**src/rtl/tube_display_ctrl.sv**
```systemverilog
// Sequencer feeding the 8-digit seven-segment tube driver: optional binary-to-BCD
// conversion, leading-zero blanking, then three register writes (low, high, special).
module tube_display_ctrl #(
   parameter int          BIN_WIDTH = 27,
   parameter logic [31:0] DEC_MAX   = 32'd99999999
) (
   input  logic        clock,
   input  logic        reset,
   input  logic        req_valid,
   output logic        req_ready,
   input  logic [31:0] req_value,
   input  logic        req_mode,
   input  logic        req_blank,
   input  logic [7:0]  req_dp,
   output logic        tube_write_enable,
   output logic [2:0]  tube_address,
   output logic [15:0] tube_write_data,
   output logic        busy,
   output logic        overflow
);

   localparam int CNT_W = $clog2(BIN_WIDTH + 1);

   typedef enum logic [2:0] {IDLE, CONV, BLANK, WR_LO, WR_HI, WR_SP} state_t;

   state_t                 state_reg, state_next;
   logic [31:0]            digits_reg, digits_next;
   logic [BIN_WIDTH-1:0]   bin_reg, bin_next;
   logic [CNT_W-1:0]       cnt_reg, cnt_next;
   logic                   blank_reg, blank_next;
   logic [7:0]             dp_reg, dp_next;
   logic [7:0]             en_reg, en_next;
   logic                   overflow_reg, overflow_next;
   logic                   ready_reg, ready_next;
   logic                   busy_reg, busy_next;
   logic                   we_reg, we_next;
   logic [2:0]             addr_reg, addr_next;
   logic [15:0]            data_reg, data_next;

   logic [31:0]            digits_adj;
   logic [7:0]             nz;
   logic [7:0]             en_lead;

   // Double-dabble correction and per-digit nonzero flags
   for (genvar gi = 0; gi < 8; gi++) begin : g_nibble
      assign digits_adj[gi*4 +: 4] = (digits_reg[gi*4 +: 4] >= 4'd5) ?
                                     digits_reg[gi*4 +: 4] + 4'd3 :
                                     digits_reg[gi*4 +: 4];
      assign nz[gi] = |digits_reg[gi*4 +: 4];
   end

   // en[i] set for every digit at or below the most significant nonzero one
   always_comb begin
      en_lead    = 8'h00;
      en_lead[7] = nz[7];
      for (int i = 6; i >= 0; i--) begin
         en_lead[i] = en_lead[i+1] | nz[i];
      end
      en_lead[0] = 1'b1;
   end

   always_comb begin
      state_next    = state_reg;
      digits_next   = digits_reg;
      bin_next      = bin_reg;
      cnt_next      = cnt_reg;
      blank_next    = blank_reg;
      dp_next       = dp_reg;
      en_next       = en_reg;
      overflow_next = overflow_reg;
      we_next       = 1'b0;
      addr_next     = addr_reg;
      data_next     = data_reg;

      case (state_reg)
         IDLE: begin
            if (req_valid) begin
               blank_next    = req_blank;
               dp_next       = req_dp;
               overflow_next = 1'b0;
               cnt_next      = '0;
               if (!req_mode) begin
                  digits_next = req_value;
                  state_next  = BLANK;
               end else if (req_value > DEC_MAX) begin
                  digits_next   = 32'h9999_9999;
                  overflow_next = 1'b1;
                  state_next    = BLANK;
               end else begin
                  digits_next = 32'h0;
                  bin_next    = req_value[BIN_WIDTH-1:0];
                  state_next  = CONV;
               end
            end
         end
         CONV: begin
            digits_next = {digits_adj[30:0], bin_reg[BIN_WIDTH-1]};
            bin_next    = {bin_reg[BIN_WIDTH-2:0], 1'b0};
            cnt_next    = cnt_reg + CNT_W'(1);
            if (cnt_reg == CNT_W'(BIN_WIDTH - 1)) begin
               state_next = BLANK;
            end
         end
         BLANK: begin
            en_next    = blank_reg ? en_lead : 8'hFF;
            state_next = WR_LO;
            we_next    = 1'b1;
            addr_next  = 3'b000;
            data_next  = digits_reg[15:0];
         end
         WR_LO: begin
            state_next = WR_HI;
            we_next    = 1'b1;
            addr_next  = 3'b010;
            data_next  = digits_reg[31:16];
         end
         WR_HI: begin
            state_next = WR_SP;
            we_next    = 1'b1;
            addr_next  = 3'b100;
            data_next  = {en_reg, dp_reg};
         end
         WR_SP: begin
            state_next = IDLE;
         end
         default: begin
            state_next = IDLE;
         end
      endcase

      // Outputs are registered against the state being entered
      ready_next = (state_next == IDLE);
      busy_next  = (state_next != IDLE);
   end

   always_ff @(posedge clock or negedge reset) begin
      if (!reset) begin
         state_reg    <= IDLE;
         digits_reg   <= '0;
         bin_reg      <= '0;
         cnt_reg      <= '0;
         blank_reg    <= 1'b0;
         dp_reg       <= '0;
         en_reg       <= '0;
         overflow_reg <= 1'b0;
         ready_reg    <= 1'b1;
         busy_reg     <= 1'b0;
         we_reg       <= 1'b0;
         addr_reg     <= 3'b000;
         data_reg     <= '0;
      end else begin
         state_reg    <= state_next;
         digits_reg   <= digits_next;
         bin_reg      <= bin_next;
         cnt_reg      <= cnt_next;
         blank_reg    <= blank_next;
         dp_reg       <= dp_next;
         en_reg       <= en_next;
         overflow_reg <= overflow_next;
         ready_reg    <= ready_next;
         busy_reg     <= busy_next;
         we_reg       <= we_next;
         addr_reg     <= addr_next;
         data_reg     <= data_next;
      end
   end

   assign req_ready         = ready_reg;
   assign busy              = busy_reg;
   assign overflow          = overflow_reg;
   assign tube_write_enable = we_reg;
   assign tube_address      = addr_reg;
   assign tube_write_data   = data_reg;

endmodule

```
**config.mk**
```make
export PLATFORM = sky130hd
export DESIGN_NAME = tube_display_ctrl
export DESIGN_NICKNAME = d
export VERILOG_FILES = /design/src/rtl/tube_display_ctrl.sv
export SDC_FILE = /design/constraint.sdc
export NUM_CORES = 1
export LEC_CHECK = 0
export CORE_UTILIZATION = 37
export CTS_CLUSTER_DIAMETER = 80
export DETAILED_ROUTE_END_ITERATION = 12
export MAX_ROUTING_LAYER = met4
export PLACE_DENSITY = 0.55
export SLEW_MARGIN = 20
export SYNTH_ARGS = -nofsm -noshare
export SYNTH_HDL_FRONTEND = slang
export SYNTH_SLANG_ARGS = --single-unit
```
**constraint.sdc**
```tcl
create_clock -name clock -period 3.6 [get_ports clock]
set_clock_uncertainty 0.2 [all_clocks]
set_input_delay 0.72 -clock clock [delete_from_list [all_inputs] [get_ports clock]]
set_output_delay 0.72 -clock clock [all_outputs]
set_load 0.01 [all_outputs]
```
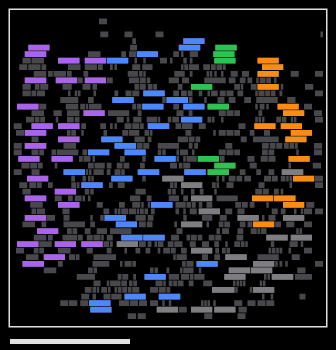
**Above:** run 1 (where the registers sit).
Scale bar: 50 um.
Orange marks `tube_write_data`, flops 16. Green marks `en_reg`, flops 8. Purple marks `bin_reg`, flops 27. Blue marks `digits_reg`, flops 32.
Another 23 sequential cells are not colored.
flop share of the area: 0.364
Seq. pwr: 2.43 mW
fin util: 0.453
FF/Latch Area: 2650 sq um

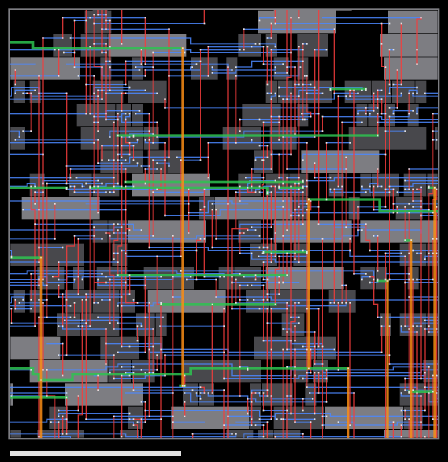
**Above:** run 1 (a small window of the routed layout).
Scale bar: 20 um. Window x 41 to 91, y 67 to 117 um. Cells in gray, sequential cells in the stronger gray; small squares are vias.
Red marks metal 2. Green marks metal 3. Orange marks metal 4. Blue marks metal 1.
Netlist names of flops here include `digits_reg` (14), `en_reg` (6). 134 logic cells have their middle in the window. Sequential cells in the window: 20. Most frequent: dfrtp_1 (20), nor2_1 (19), a21oi_1 (13).

==> results.sh, run 1 <==
# source this file to load flow results
export IMPL_status="completed"
export IMPL_hold_path_class="in2async"
export IMPL_powerDensity_nw_per_um2=1000
export IMPL_max_freq_mhz=352
export IMPL_grt_max_degree=64
export IMPL_critPathTopFamily="AND-OR/OR-AND gates"
export IMPL_yosysTopAreaCellShare=0.425
export IMPL_syn_nets=712
export IMPL_ys_chip_area_sq_um=6180
export IMPL_h_tree_depth=3
export IMPL_fin_ws_ns=0.759
export IMPL_dr_max_layer_used="met4"
export IMPL_cpPeakStageDelay_ns=0.56
export IMPL_worstSetupPathType="in2reg"
export IMPL_cts_buffers=9
export IMPL_wl_met2_um=7930
export IMPL_powerComb_mw=3.90
export IMPL_p_int_mw=4.08
export IMPL_warnings=42
export IMPL_grt_use_total=0.223
export IMPL_nNonClkInverters=21
export IMPL_insertedDiodeCount=0
export IMPL_cts_tree="yes"
export IMPL_mostFrequentLayoutCells="dfrtp_1, nor2_1, clkdlybuf4s50_1"
export IMPL_worst_setup_path_end_kind="register"
export IMPL_post_cts_buffers=0
export IMPL_seqPwrFrac=0.333
export IMPL_clock_latency_ns=0.36
export IMPL_edf_count=0
export IMPL_grt_overflow_total=0
export IMPL_sh_comb_area=0.439
export IMPL_num_rows=46
export IMPL_antenna_found_initial=0
export IMPL_period_needed_ns=2.84
export IMPL_vias=5273
export IMPL_slew_violations=0
export IMPL_slew_headroom=0.390
export IMPL_top_cells_by_count="dfrtp_1, nor2_1, clkbuf_1"
export IMPL_p_comb_frac=0.535
export IMPL_nets=748
export IMPL_synthTopCellsByArea="dfrtp_1, ha_1, a2bb2oi_2"
export IMPL_gp_congestion=0.826
export IMPL_post_place_ws_ns=0.414
export IMPL_wl_um=18000
export IMPL_clockRootBuffer="clkbuf_16"
export IMPL_rsz0062_at_grt="false"
export IMPL_core_area_sq_um=16100
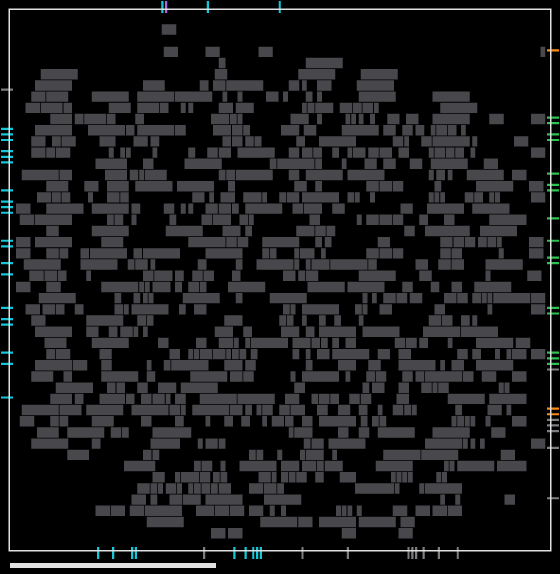
**Above:** run 1 (ports around the boundary).
Scale bar: 50 um. Pins as bars across the die edge, other pins in gray.
Purple marks `req_mode`, pins 1, direction input, edge top. Green marks `tube_write_data`, pins 16, direction output, edge right. Cyan marks `req_value`, pins 32, direction input, edge 20 left, 9 bottom, 3 top. Orange marks `tube_address`, pins 3, direction output, edge right.
Die Span X: 131 um
die y size: 131 um
number of port buffers: 66

[run 1: worst paths after layout]
| path | startpoint | end | slack, ns | depth (start not counted) |
|---|---|---|---|---|
| max | req_value[10] | bin_reg[6] | 0.76 | 7 |
| min | reset | dp_reg[7] | 0.17 | 1 |
| max reg2reg | digits_reg[28] | en_reg[2] | 0.84 | 7 |
| min reg2reg | overflow | overflow | 0.28 | 2 |
| max in group asynchronous | reset | en_reg[0] | 2.27 | 2 |
| min in group clock | overflow | overflow | 0.28 | 2 |
[run 1: cell families after synthesis]
logic type / share of synthesized area
AOI/OAI and AO/OA: 0.290
and+or+nand+nor: 0.155
DFF: 0.430
buffers and inverters: 0.0525
adders and majority gates: 0.0506
xor gates and xnor gates: 0.0113
muxes: 0.00972
other: 0.000607
**Run 1: signal wires on met1**

Scale bar: 50 um.
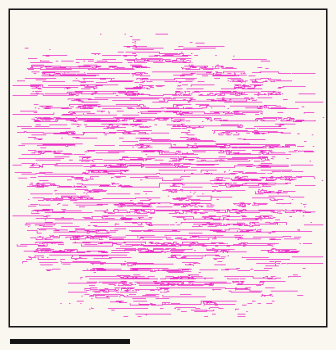

==> inputs of run 2 (changes only) <==
clock period = 2.8 ns   (was 3.6 ns; I/O delays follow)
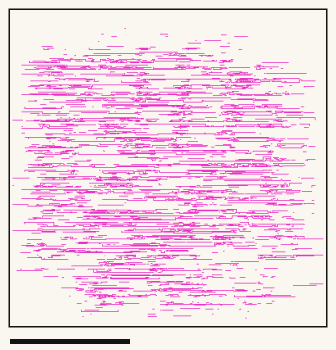
**Above:** run 2 (signal wires on met1).
Scale bar: 50 um.
680 nets have wire on it. The wires run mostly horizontal. The layer carries 8670 um of wire. The layer holds 49% of the routed length.

==> run 2 against run 1 <==
Compared with the run above: global-route usage down 0.057 points; utilization rose by 1.3 points; sequential share of layout area shrank 1.0 points; combinational power up 33%; synthesized cell count is the same; largest power group unchanged; power up 31%; synthesized area stayed put; final area increased by 3.0%; hold slack better by 0.12 ns; via count shrank 0.49%.
==> results.sh, run 2 <==
# source this file to load flow results
export IMPL_period_needed_ns=2.59
export IMPL_nNonClkInverters=21
export IMPL_cpPeakStageDelay_ns=0.55
export IMPL_warnings=42
export IMPL_grt_use_total=0.222
export IMPL_adder_share=0.0506
export IMPL_synthTopCellsByArea="dfrtp_1, ha_1, a2bb2oi_2"
export IMPL_fin_util=0.466
export IMPL_critPathTopFamily="AND-OR/OR-AND gates"
export IMPL_p_int_mw=5.45
export IMPL_ys_top_logic_family="AND-OR/OR-AND gates"
export IMPL_syn_nets=712
export IMPL_hold_path_class="reg2reg"
export IMPL_ys_sh_simple=0.155
export IMPL_grt_overflow_total=0
export IMPL_mostFrequentLayoutCells="dfrtp_1, nor2_1, clkdlybuf4s50_1"
export IMPL_worst_hold_startpoint="overflow"
export IMPL_antenna_found_initial=0
export IMPL_slew_headroom=0.364
export IMPL_r2r_cells=8
export IMPL_die_y_um=131
export IMPL_min_to="overflow"
export IMPL_cts_buffers=9
export IMPL_post_place_ws_ns=-0.143
export IMPL_yosysTopAreaCellShare=0.425
export IMPL_status="completed"
export IMPL_timing_rr_start="digits_reg[28]"
export IMPL_aoi_share=0.290
export IMPL_h_tree_depth=3
export IMPL_p_comb_frac=0.538
export IMPL_slew_violations=0
export IMPL_io_buffer_count=66
export IMPL_ys_chip_area_sq_um=6180
export IMPL_layout_area_seq_sq_um=2650
export IMPL_rsz0062_at_grt="false"
export IMPL_cts_tree="yes"
export IMPL_fin_ws_ns=0.207
export IMPL_die_w_um=131
export IMPL_ys_sh_mux=0.00972
-- run 2: worst max-delay path by stage --
stage / startpoint / endpoint / slack [ns] / cells past startpoint
after floorplan: req_value[10] / bin_reg[10] / 0.34 / 6
after global placement: req_value[9] / bin_reg[6] / -0.11 / 7
after detailed placement: req_value[10] / bin_reg[5] / -0.14 / 7
after CTS: req_value[10] / bin_reg[5] / 0.21 / 7
after global routing: digits_reg[28] / en_reg[2] / 0.08 / 8
final: req_value[10] / bin_reg[5] / 0.21 / 7
-- run 2: power groups by stage --
stage | clock network [mW] | registers (mW) | logic [mW]
floorplan | 0 | 2.77 | 3.82
detailed placement | 0 | 3.11 | 5.14
finish | 1.34 | 3.09 | 5.17
global route | 1.44 | 3.20 | 5.71
CTS | 1.38 | 3.09 | 5.16
global placement | 0 | 3.09 | 5.01
Power figures rest on the tool's default switching activity, not on a simulated workload.
